===== src/rtl/ram_fifo_ctrl_pkg.sv =====
// Shared defaults and encodings for the RAM-backed FIFO controller.
// The write FSM encoding is fixed so that waveform viewers and the parent agree on it.
package ram_fifo_ctrl_pkg;

    localparam int DW_DEF    = 8;
    localparam int AW_DEF    = 5;
    localparam int DEPTH_DEF = 2 ** AW_DEF;
    localparam int CW_DEF    = AW_DEF + 1;

    typedef enum logic {
        ST_IDLE  = 1'b0,
        ST_WRITE = 1'b1
    } wr_state_t;

endpackage


===== src/rtl/ram_fifo_ptr.sv =====
// AW-bit RAM pointer with increment enable; wraps naturally at 2**AW.
module ram_fifo_ptr
    import ram_fifo_ctrl_pkg::*;
#(
    parameter int AW = AW_DEF
) (
    input  logic          clk,
    input  logic          rst,
    input  logic          inc,
    output logic [AW-1:0] ptr
);

    always_ff @(posedge clk or posedge rst) begin
        if (rst) begin
            ptr <= '0;
        end else if (inc) begin
            ptr <= ptr + 1'b1;
        end
    end

endmodule


===== src/rtl/ram_fifo_ctrl.sv =====
// FIFO controller in front of a dual-address RAM: registered write port,
// combinational-read RAM sampled into pop_data, with commit-delayed occupancy.
module ram_fifo_ctrl
    import ram_fifo_ctrl_pkg::*;
#(
    parameter int DW    = DW_DEF,
    parameter int AW    = AW_DEF,
    parameter int DEPTH = DEPTH_DEF
) (
    input  logic          clk,
    input  logic          rst,
    input  logic          push,
    input  logic [DW-1:0] push_data,
    input  logic          pop,
    output logic [DW-1:0] pop_data,
    output logic          pop_valid,
    output logic          full,
    output logic          empty,
    output logic [AW:0]   count,
    output logic          overflow,
    output logic          underflow,
    output logic          ram_w,
    output logic [AW-1:0] ram_waddr,
    output logic [DW-1:0] ram_wdata,
    output logic [AW-1:0] ram_raddr,
    input  logic [DW-1:0] ram_rdata
);

    wr_state_t     state;
    logic          wr_pend;
    logic [AW-1:0] wr_ptr;
    logic [AW-1:0] rd_ptr;
    logic          push_ok;
    logic          pop_ok;
    logic          commit;

    // Full counts the entry still being written so a back-to-back push can't overrun it.
    assign empty   = (count == '0);
    assign full    = ((count + {{AW{1'b0}}, wr_pend}) == (AW+1)'(DEPTH));
    assign push_ok = push && !full;
    assign pop_ok  = pop && !empty;
    assign commit  = wr_pend;

    assign ram_raddr = rd_ptr;

    ram_fifo_ptr #(.AW(AW)) u_wr_ptr (
        .clk (clk),
        .rst (rst),
        .inc (push_ok),
        .ptr (wr_ptr)
    );

    ram_fifo_ptr #(.AW(AW)) u_rd_ptr (
        .clk (clk),
        .rst (rst),
        .inc (pop_ok),
        .ptr (rd_ptr)
    );

    always_ff @(posedge clk or posedge rst) begin
        if (rst) begin
            state     <= ST_IDLE;
            wr_pend   <= 1'b0;
            count     <= '0;
            ram_w     <= 1'b0;
            ram_waddr <= '0;
            ram_wdata <= '0;
            pop_data  <= '0;
            pop_valid <= 1'b0;
            overflow  <= 1'b0;
            underflow <= 1'b0;
        end else begin
            count     <= count + {{AW{1'b0}}, commit} - {{AW{1'b0}}, pop_ok};
            wr_pend   <= push_ok;
            overflow  <= push && full;
            underflow <= pop && empty;
            pop_valid <= pop_ok;
            if (pop_ok) begin
                pop_data <= ram_rdata;
            end

            case (state)
                ST_IDLE: begin
                    if (push_ok) begin
                        ram_waddr <= wr_ptr;
                        ram_wdata <= push_data;
                        ram_w     <= 1'b1;
                        state     <= ST_WRITE;
                    end else begin
                        ram_w <= 1'b0;
                    end
                end
                ST_WRITE: begin
                    // Previous entry commits this edge; a new push keeps the port busy.
                    if (push_ok) begin
                        ram_waddr <= wr_ptr;
                        ram_wdata <= push_data;
                        ram_w     <= 1'b1;
                        state     <= ST_WRITE;
                    end else begin
                        ram_w <= 1'b0;
                        state <= ST_IDLE;
                    end
                end
                default: begin
                    ram_w <= 1'b0;
                    state <= ST_IDLE;
                end
            endcase
        end
    end

endmodule


===== config.mk =====
export PLATFORM = sky130hd
export DESIGN_NAME = ram_fifo_ctrl
export DESIGN_NICKNAME = d
export VERILOG_FILES = /design/src/rtl/ram_fifo_ctrl_pkg.sv /design/src/rtl/ram_fifo_ptr.sv /design/src/rtl/ram_fifo_ctrl.sv
export SDC_FILE = /design/constraint.sdc
export NUM_CORES = 1
export LEC_CHECK = 0
export ABC_CLOCK_PERIOD_IN_PS = 6500
export CAP_MARGIN = 25
export CORE_MARGIN = 1
export CORE_UTILIZATION = 31
export DETAILED_ROUTE_END_ITERATION = 10
export GPL_TIMING_DRIVEN = 0
export PLACE_DENSITY = 0.61
export RECOVER_POWER = 100
export SYNTH_ARGS = -nofsm -noshare
export SYNTH_HDL_FRONTEND = slang
export SYNTH_SLANG_ARGS = --single-unit

===== constraint.sdc =====
create_clock -name clk -period 6.5 [get_ports clk]
set_clock_uncertainty 0.05 [all_clocks]
set_input_delay 0.975 -clock clk [delete_from_list [all_inputs] [get_ports clk]]
set_output_delay 0.975 -clock clk [all_outputs]
set_load 0.1 [all_outputs]

Fig. 1: run 1, selected gate families
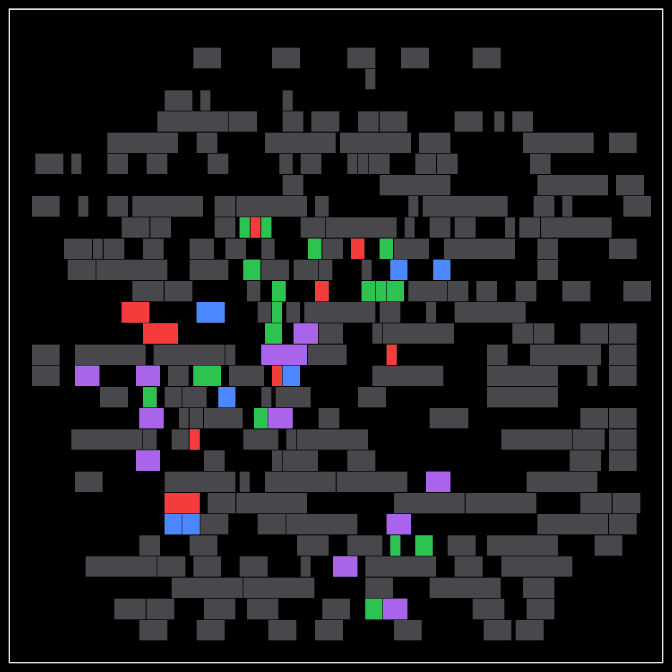
Key: purple = XOR/XNOR gates [cells 11]; green = NAND gates [cells 17]; blue = AND and OR gates [cells 7]; red = NOR gates [cells 9]

Fig. 2: run 1, sequential cells grouped by signal name
Scale bar: 20 µm.
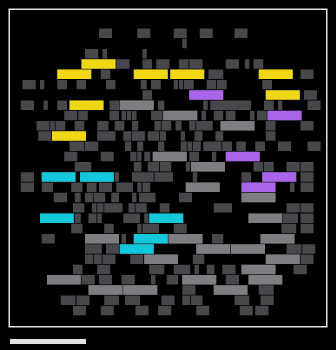
Key: yellow = `ram_wdata` [sequential cells 8]; purple = `ram_waddr` [sequential cells 5, where right middle]; cyan = `count` [sequential cells 6]
Another 22 sequential cells are not colored.

==> Changelog: implementation, run 1 <==
## Flow update

* Top area cell types: dfrtp_1 50%, o211ai_1 6.2%, o31ai_1 5.1%
* Final worst setup slack at 1.39 ns
* Die width at 83.7 µm
* Maximum Capacitance Violations at 1
* Area after DPL at 2740 µm²
* Failing checks: max-capacitance violations, max-slew violations
* Top cells by count: 41 x dfrtp_1, 21 x inv_1, 17 x o211ai_1, 14 x o31ai_1, 9 x mux2_1
* Final Cycle Share at 0.786
* Diode count at 0
* CP max stage delay at 1.21 ns
* Post-DP HPWL at 3.21 mm
* Pins Over Slew Limit at 42
* Clk_lat worst skew at 0.29 ns
* Antenna violations before repair at 0
* Synthesized registers at 41
* Status: finished, violations left
* Worst hold margin at 0.431 ns
* Drt wl/cell at 13.9 µm
* EDFF count, synth at 0
* Top Layer Used: met4
* CTS root buffer: clkbuf_8
* CTS tree: yes
* Dominant cell type by area after synthesis: dfrtp_1
* Layout cell share with drive strength beyond 1 at 0.0894
* Vertical die size at 83.7 µm
* WL met2 at 2.06 mm
* Clk slew on worst S/H paths at 0.08 ns
* Vias in the first global route at 1627
* Initial core utilization at 0.324
* GRT Util Overall at 0.137
* Cells along the critical path: ha_1 -> ha_1 -> nor4bb_1 -> mux2i_1 -> a21oi_1 -> buf_6 -> dlygate4sd3_1
* Crit. End Element: output port
* Post-CTS setup buffer count at 0
Fig. 3: run 1, routing congestion map
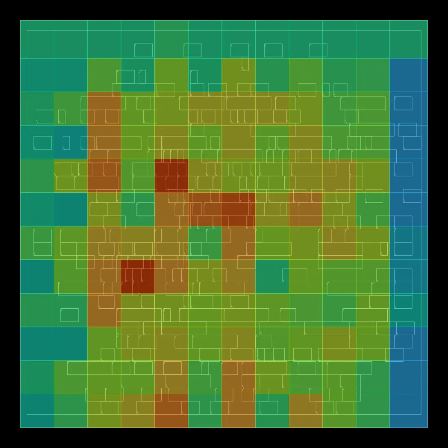
final core utilization: 0.438
met1 usage: 0.183

-- run 1: layout make-up --
| type | count | area [µm²] | share of cell area |
|---|---|---|---|
| flip-flops and latches | 41 | 1030 | 0.367 |
| multi-input cells | 110 | 860 | 0.307 |
| repair buffers | 57 | 571 | 0.204 |
| well taps | 77 | 96.3 | 0.0344 |
| inverters | 21 | 78.8 | 0.0282 |
| clock buffers | 5 | 68.8 | 0.0246 |
| plain buffers | 9 | 52.6 | 0.0188 |
| clock inverters | 3 | 46.3 | 0.0165 |
-- run 1: worst paths after layout --
path | from | to | slack [ns] | cells past startpoint
min reg2reg | u_rd_ptr.ptr[4] | u_rd_ptr.ptr[4] | 0.43 | 1
min | u_rd_ptr.ptr[4] | u_rd_ptr.ptr[4] | 0.43 | 1
min in group asynchronous | rst | ram_waddr[2] | 1.56 | 2
max | count[0] | full | 1.39 | 7
max in group asynchronous | rst | pop_data[7] | 3.92 | 2
max reg2reg | count[4] | count[4] | 3.63 | 9
-- run 1: registers in the layout (all words and copies together) (netlist names), 5 cells and up --
signal and cells:
count 6, u_wr_ptr.ptr 5, pop_data 8, ram_wdata 8, u_rd_ptr.ptr 5, ram_waddr 5
-- run 1: worst reg2reg max path, delay by kind of cell (launching register included) --
kind,cells,cell delay (ns)
XOR/XNOR,1,0.14
AND/OR/NAND/NOR,1,0.11
buffers and inverters,1,0.51
AND-OR/OR-AND,4,0.88
adder cells (fa/ha/maj),2,0.53
flip-flops,1,0.54
-- run 1: logic make-up after synthesis --
family,count (synthesis),synth area share
multiplexers,12,0.0702
AND/OR/NAND/NOR,33,0.103
XOR/XNOR,11,0.0502
buffers and inverters,30,0.0653
flip-flops,41,0.496
AND-OR/OR-AND,48,0.179
adder cells (fa/ha/maj),6,0.0363
-- run 1: routing by layer --
metal	global-route usage	vias to the layer above
li1	-	785
met1	0.183	761
met2	0.219	42
met3	0.0307	4
met4	0.0462	0
met5	0	-
-- run 1: stage by stage --
| stage | utilization | cells |
|---|---|---|
| 6_report | 0.438 | 323 |
| 5_1_grt | 0.438 | 323 |
| 4_1_cts | 0.446 | 323 |
| 3_5_place_dp | 0.428 | 315 |
| 3_3_place_gp | 0.428 | 315 |
| 2_1_floorplan | - | 181 |
-- run 1: layout by cell type, fill, tap and decap left out, types with 2 or more instances in the layout --
master	count
a21oi_1	5
a31oi_1	2
and2_1	2
and3_1	2
buf_2	2
buf_4	2
clkbuf_1	3
clkbuf_8	5
clkdlybuf4s50_1	16
dfrtp_1	41
dlygate4sd3_1	41
ha_1	6
inv_1	21
mux2_1	9
mux2i_1	2
nand2_1	5
nand2_2	2
nand3_1	6
nand4_1	3
nor2_1	4
nor3_1	2
o211ai_1	18
o31ai_1	14
xnor2_1	7
xor2_1	3
==> run 2, diff against run 1 <==
- ABC_CLOCK_PERIOD_IN_PS: 6500 -> 5190
- clock period: 6.5 -> 5.19 ns (I/O delays scaled with it)
Fig. 4: run 2, sequential cells grouped by signal name
Scale bar: 20 µm.
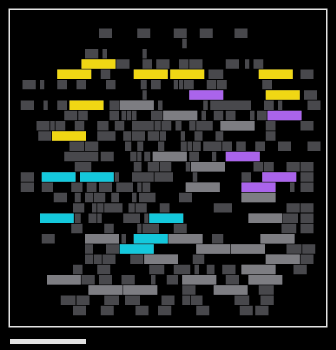
Key: cyan = `count` [sequential cells 6]; purple = `ram_waddr` [sequential cells 5, where right middle]; yellow = `ram_wdata` [sequential cells 8]
Another 22 sequential cells are not colored.

==> run 2 against run 1 <==
The flow still finishes with violations (max-capacitance violations, max-slew violations). First-iteration DRC count is 10% lower. Hold slack about the same. Register-to-register slack got worse by 1.4 ns. Via count is 1.6% higher. Die area unchanged. Sequential cell count unchanged. Cell area increased by 0.54%. Critical endpoint unchanged. Largest cell class unchanged.
==> Changelog: implementation, run 2 <==
## Flow update

* Status: finished, violations left
* Failing checks: max-capacitance violations, max-slew violations
* Initial core utilization at 0.324 (unchanged)
* Worst R2R Setup Slack at 2.28 ns (-1.35 ns)
* GRT Util Overall at 0.137 (unchanged)
* Top cells by count: 41 x dfrtp_1, 21 x inv_1, 17 x o211ai_1, 14 x o31ai_1, 9 x mux2_1
* Diode count at 0 (unchanged)
* Top area cell types: dfrtp_1 50%, o211ai_1 6.2%, o31ai_1 5.1%
* Pins Over Slew Limit at 42 (unchanged)
* Final worst setup slack at 0.744 ns (-0.649 ns)
* CTS tree: yes
* Post-CTS setup buffer count at 0 (unchanged)
* Deepest clock path buffer count at 2
* Post-DP HPWL at 3.21 mm (unchanged)
* Layout cell share with drive strength beyond 1 at 0.0813 (-0.00813)
* CP Launch Point: count[0]
* Top Layout Cells: 41 x dfrtp_1, 40 x dlygate4sd3_1, 21 x inv_1
* Crit. End Element: output port
* Antenna violations before repair at 0 (unchanged)
* Vertical die size at 83.7 µm (unchanged)
* Commonest Layout Cell: dfrtp_1
* Netlist cell types at 44
* Die width at 83.7 µm (unchanged)
* Final Cycle Share at 0.857
* Vias in the first global route at 1627 (unchanged)
* RR Startpoint: count[4]
* Maximum Capacitance Violations at 1 (unchanged)
* Dominant cell type by area after synthesis: dfrtp_1
* Clk slew on worst S/H paths at 0.08 ns (about the same)
* R2R depth at 9 (unchanged)
* Critical Path End: full
Fig. 5: run 2, routing congestion map
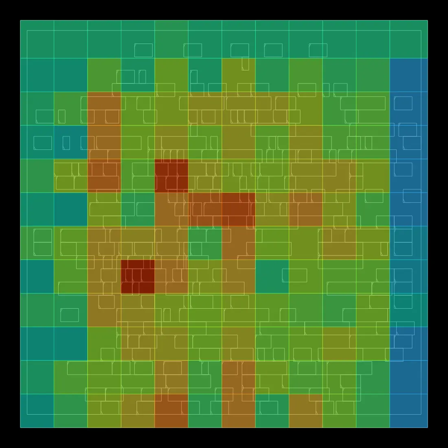
drt wl/cell: 13.9 µm
most used routing layer: met2

-- run 2: logic make-up (layout without fill, tap and decap cells) --
family                   count (synthesis)  count (layout)  synth area share
AND/OR/NAND/NOR                         33              33             0.103
flip-flops                              41              41             0.496
XOR/XNOR                                11              11            0.0502
adder cells (fa/ha/maj)                  6               6            0.0363
AND-OR/OR-AND                           48              48             0.179
multiplexers                            12              12            0.0702
buffers and inverters                   30              95            0.0653
-- run 2: area by class of cell --
class	instances	area (µm²)
Buffer	9	47.5
Clock buffer	5	68.8
Clock inverter	3	46.3
Fill cell	632	3570
Inverter	21	78.8
Multi-Input combinational cell	110	880
Sequential cell	41	1030
Tap cell	77	96.3
Timing Repair Buffer	57	571
-- run 2: through the flow --
step            util  instance area, µm²  hold slack, ns  instances
2_1_floorplan      -                2070           0.417        181
3_3_place_gp   0.428                2740           0.411        315
3_5_place_dp   0.428                2740           0.424        315
4_1_cts        0.446                2850           0.445        323
5_1_grt        0.441                2810           0.465        323
6_report       0.441                2810           0.431        323
-- run 2: how the worst min path moves through the flow --
stage                                from         endpoint  slack, ns
final                     u_rd_ptr.ptr[4]  u_rd_ptr.ptr[4]       0.43
after floorplan           u_wr_ptr.ptr[4]  u_wr_ptr.ptr[4]       0.42
after global placement    u_rd_ptr.ptr[4]  u_rd_ptr.ptr[4]       0.41
after CTS                     pop_data[4]      pop_data[4]       0.45
after global routing          pop_data[4]      pop_data[4]       0.47
after detailed placement      pop_data[4]      pop_data[4]       0.42
-- run 2: critical path, cell delays in order, from the launching register on --
cell and delay (ns):
dfrtp_1 0.41, ha_1 0.26, ha_1 0.32, nor4bb_4 0.32, mux2i_1 0.23, a21oi_4 0.37, buf_6 0.20, dlygate4sd3_1 1.21
-- run 2: layer usage --
layer  up-vias  global-route usage  wire (µm)
met5         -                   0          0
met4         0              0.0462         51
met3         4              0.0307        212
met2        46               0.219       2070
met1       775               0.183       2160
li1        793                   -          -
